## src/rtl/mips_ctrl_pkg.sv

```systemverilog
// Shared encodings for the multicycle MIPS control sequencer: states, opcodes and datapath selects.
package mips_ctrl_pkg;

  typedef enum logic [3:0] {
    StFetch,
    StDecode,
    StMemAdr,
    StMemRd,
    StMemWb,
    StMemWr,
    StExec,
    StRwb,
    StBranch,
    StJump,
    StAddiEx,
    StAddiWb
  } state_e;

  localparam logic [5:0] OP_RTYPE = 6'b000000;
  localparam logic [5:0] OP_LW    = 6'b100011;
  localparam logic [5:0] OP_SW    = 6'b101011;
  localparam logic [5:0] OP_BEQ   = 6'b000100;
  localparam logic [5:0] OP_J     = 6'b000010;
  localparam logic [5:0] OP_ADDI  = 6'b001000;

  localparam logic [1:0] ALU_OP_ADD   = 2'b00;
  localparam logic [1:0] ALU_OP_SUB   = 2'b01;
  localparam logic [1:0] ALU_OP_FUNCT = 2'b10;

  localparam logic [1:0] PC_SRC_ALU    = 2'b00;
  localparam logic [1:0] PC_SRC_ALUOUT = 2'b01;
  localparam logic [1:0] PC_SRC_JUMP   = 2'b10;

  localparam logic [1:0] ALU_B_REG     = 2'b00;
  localparam logic [1:0] ALU_B_FOUR    = 2'b01;
  localparam logic [1:0] ALU_B_IMM     = 2'b10;
  localparam logic [1:0] ALU_B_IMM_SH2 = 2'b11;

  function automatic logic is_legal(logic [5:0] op);
    return (op == OP_RTYPE) || (op == OP_LW) || (op == OP_SW) ||
           (op == OP_BEQ) || (op == OP_J) || (op == OP_ADDI);
  endfunction

endpackage

```

## src/rtl/mips_multicycle_control.sv

```systemverilog
// Multicycle MIPS sequencer: steps each instruction through fetch/decode/execute/memory/writeback
// with req/ack memory handshake and a retired-instruction counter.
module mips_multicycle_control
  import mips_ctrl_pkg::*;
#(
  parameter int unsigned CNT_W = 32
) (
  input  logic             clk,
  input  logic             rst,
  input  logic [5:0]       opcode,
  input  logic             mem_ack,
  output logic             mem_read,
  output logic             mem_write,
  output logic             i_or_d,
  output logic             ir_write,
  output logic             pc_write,
  output logic             pc_write_cond,
  output logic [1:0]       pc_source,
  output logic [1:0]       alu_op,
  output logic             alu_src_a,
  output logic [1:0]       alu_src_b,
  output logic             reg_write,
  output logic             reg_dst,
  output logic             mem_to_reg,
  output logic             illegal,
  output logic [CNT_W-1:0] retired
);

  state_e           state_q, state_d;
  logic [CNT_W-1:0] retired_q;
  logic             retire;

  always_ff @(posedge clk) begin
    if (!rst) begin
      state_q   <= StFetch;
      retired_q <= '0;
    end else begin
      state_q <= state_d;
      if (retire) retired_q <= retired_q + CNT_W'(1);
    end
  end

  always_comb begin
    state_d = state_q;
    retire  = 1'b0;
    unique case (state_q)
      StFetch:  if (mem_ack) state_d = StDecode;
      StDecode: begin
        case (opcode)
          OP_RTYPE:     state_d = StExec;
          OP_LW, OP_SW: state_d = StMemAdr;
          OP_BEQ:       state_d = StBranch;
          OP_J:         state_d = StJump;
          OP_ADDI:      state_d = StAddiEx;
          default:      state_d = StFetch;
        endcase
      end
      StMemAdr: state_d = (opcode == OP_SW) ? StMemWr : StMemRd;
      StMemRd:  if (mem_ack) state_d = StMemWb;
      StMemWb: begin
        state_d = StFetch;
        retire  = 1'b1;
      end
      StMemWr: begin
        if (mem_ack) begin
          state_d = StFetch;
          retire  = 1'b1;
        end
      end
      StExec:   state_d = StRwb;
      StAddiEx: state_d = StAddiWb;
      StRwb, StBranch, StJump, StAddiWb: begin
        state_d = StFetch;
        retire  = 1'b1;
      end
      default:  state_d = StFetch;
    endcase
  end

  // Moore decode; only the fetch-side IR/PC loads look at mem_ack.
  always_comb begin
    mem_read      = 1'b0;
    mem_write     = 1'b0;
    i_or_d        = 1'b0;
    ir_write      = 1'b0;
    pc_write      = 1'b0;
    pc_write_cond = 1'b0;
    pc_source     = PC_SRC_ALU;
    alu_op        = ALU_OP_ADD;
    alu_src_a     = 1'b0;
    alu_src_b     = ALU_B_REG;
    reg_write     = 1'b0;
    reg_dst       = 1'b0;
    mem_to_reg    = 1'b0;
    illegal       = 1'b0;
    unique case (state_q)
      StFetch: begin
        mem_read  = 1'b1;
        alu_src_b = ALU_B_FOUR;
        ir_write  = mem_ack;
        pc_write  = mem_ack;
      end
      StDecode: begin
        alu_src_b = ALU_B_IMM_SH2;
        illegal   = !is_legal(opcode);
      end
      StMemAdr, StAddiEx: begin
        alu_src_a = 1'b1;
        alu_src_b = ALU_B_IMM;
      end
      StMemRd: begin
        mem_read = 1'b1;
        i_or_d   = 1'b1;
      end
      StMemWb: begin
        reg_write  = 1'b1;
        mem_to_reg = 1'b1;
      end
      StMemWr: begin
        mem_write = 1'b1;
        i_or_d    = 1'b1;
      end
      StExec: begin
        alu_src_a = 1'b1;
        alu_op    = ALU_OP_FUNCT;
      end
      StRwb: begin
        reg_write = 1'b1;
        reg_dst   = 1'b1;
      end
      StBranch: begin
        alu_src_a     = 1'b1;
        alu_op        = ALU_OP_SUB;
        pc_write_cond = 1'b1;
        pc_source     = PC_SRC_ALUOUT;
      end
      StJump: begin
        pc_write  = 1'b1;
        pc_source = PC_SRC_JUMP;
      end
      StAddiWb: reg_write = 1'b1;
      default: ;
    endcase
    // Reset holds every datapath control quiet regardless of the state register.
    if (!rst) begin
      mem_read      = 1'b0;
      mem_write     = 1'b0;
      i_or_d        = 1'b0;
      ir_write      = 1'b0;
      pc_write      = 1'b0;
      pc_write_cond = 1'b0;
      pc_source     = 2'b00;
      alu_op        = 2'b00;
      alu_src_a     = 1'b0;
      alu_src_b     = 2'b00;
      reg_write     = 1'b0;
      reg_dst       = 1'b0;
      mem_to_reg    = 1'b0;
      illegal       = 1'b0;
    end
  end

  assign retired = rst ? retired_q : '0;

endmodule
```

## config.mk

```make
export PLATFORM = sky130hd
export DESIGN_NAME = mips_multicycle_control
export DESIGN_NICKNAME = d
export VERILOG_FILES = /design/src/rtl/mips_ctrl_pkg.sv /design/src/rtl/mips_multicycle_control.sv
export SDC_FILE = /design/constraint.sdc
export NUM_CORES = 1
export LEC_CHECK = 0
export CORE_UTILIZATION = 40
export DETAILED_ROUTE_END_ITERATION = 6
export PLACE_DENSITY = 0.69
export SLEW_MARGIN = 0
export SYNTH_ARGS = -nofsm -noshare
export SYNTH_HDL_FRONTEND = slang
export SYNTH_SLANG_ARGS = --single-unit
```

## constraint.sdc

```tcl
create_clock -name clk -period 2.4 [get_ports clk]
set_clock_uncertainty 0.1 [all_clocks]
set_input_delay 0.36 -clock clk [delete_from_list [all_inputs] [get_ports clk]]
set_output_delay 0.36 -clock clk [all_outputs]
set_load 0.03 [all_outputs]
```

Fig. 1: nets reached from selected ports
Scale: 4 px per um.
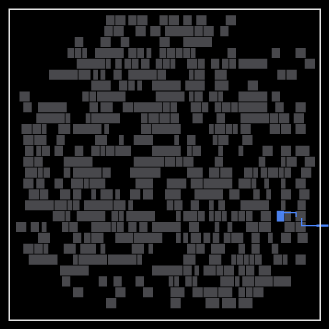
blue -> `mem_to_reg`  # direction output, end cells 1, wire 10.5 um

Fig. 2: routed clock nets over the placement
Scale: 6 px per um.
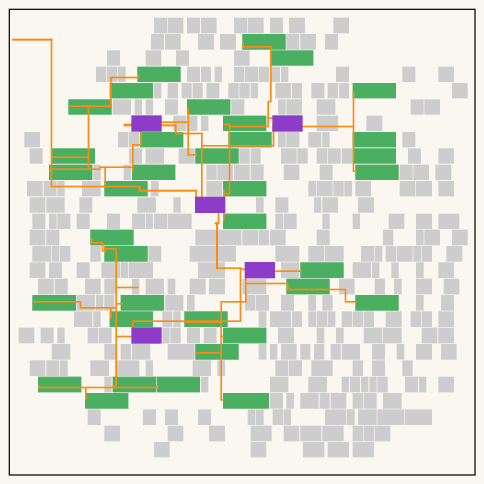
purple -> clock drivers  # count 5
orange -> clock wires  # length 444 um
green -> flip-flops  # count 36
flops lie = spread over the die

==> metrics.cfg <==
[grt]
first_global_vias=2049

[cells_and_area]
stdcell_area_sq_um=2880
drive_above_1_share=0.232
flow.area_growth_from_synthesis_pct=26.9

[place]
gp_congestion=0.770

[yosys]
ys_cells=296
aoi_share=0.135
synth-area-yosys_sq_um=2270
syn_avg_cell_area_sq_um=7.68

[setup_path]
path_delay_family=flip-flops
r2r_start=state_q[0]
cp_slowest_cell=dfxtp_1

[pwr]
p_seq_w=0.000605
p_comb_w=0.000118
cellPowerDensity_nw_per_um2=388
max-vdd-ir-drop_v=0.000234

[routing]
vias=2283

[outcome]
status=finished, final reports clean

[floorplan]
io-pin-count=58
initCoreUtil=0.413
die_w_um=77.4

[clock_tree]
cts_num_sinks=36
postCtsSetupBuffers=0

[final_timing]
rsz0062_at_grt=no

Fig. 3: clock wiring as the flow saved it
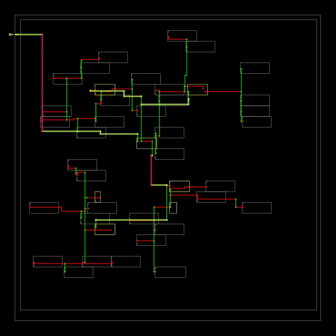
flop count: 36
clock buffer count from CTS: 5

Fig. 4: met2 routing
Scale: 6 px per um. Cells faint in the background.
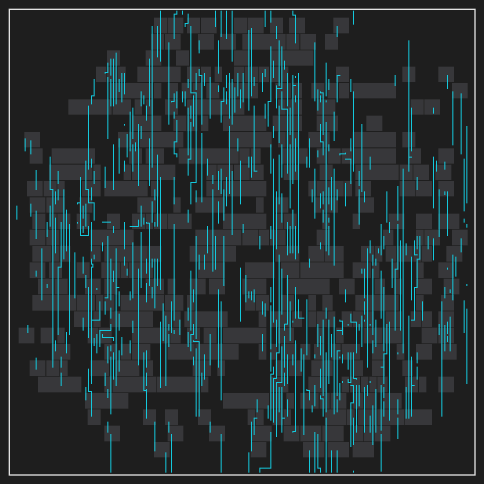
main direction = vertical
longest straight run = 30.6 um

==> sequential cells by signal (all words and copies together) (netlist names) <==
signal,cells
retired_q,32
state_q,4
==> worst register-to-register path, cell delays in order, from the launching register on <==
cell and delay [ps]:
dfxtp_1 520, or2b_2 230, and4_4 280, nand4_4 130, nor4_1 260, mux2_1 370
==> area by class of cell <==
class | count | area share
clock buffer | 6 | 0.0252
sequential | 36 | 0.250
clock inverter | 1 | 0.00174
tap | 72 | 0.0312
inverter | 9 | 0.0117
multi-input combinational | 233 | 0.493
timing repair buffer | 69 | 0.187
==> routing by layer <==
layer  global-route usage  vias to the layer above  routed length (um)
met4               0.0509                        0                  31
met3               0.0435                        4                 314
li1                     -                     1160                   -
met5                    0                        -                   0
met2                0.298                       68                2490
met1                0.269                     1051                2610
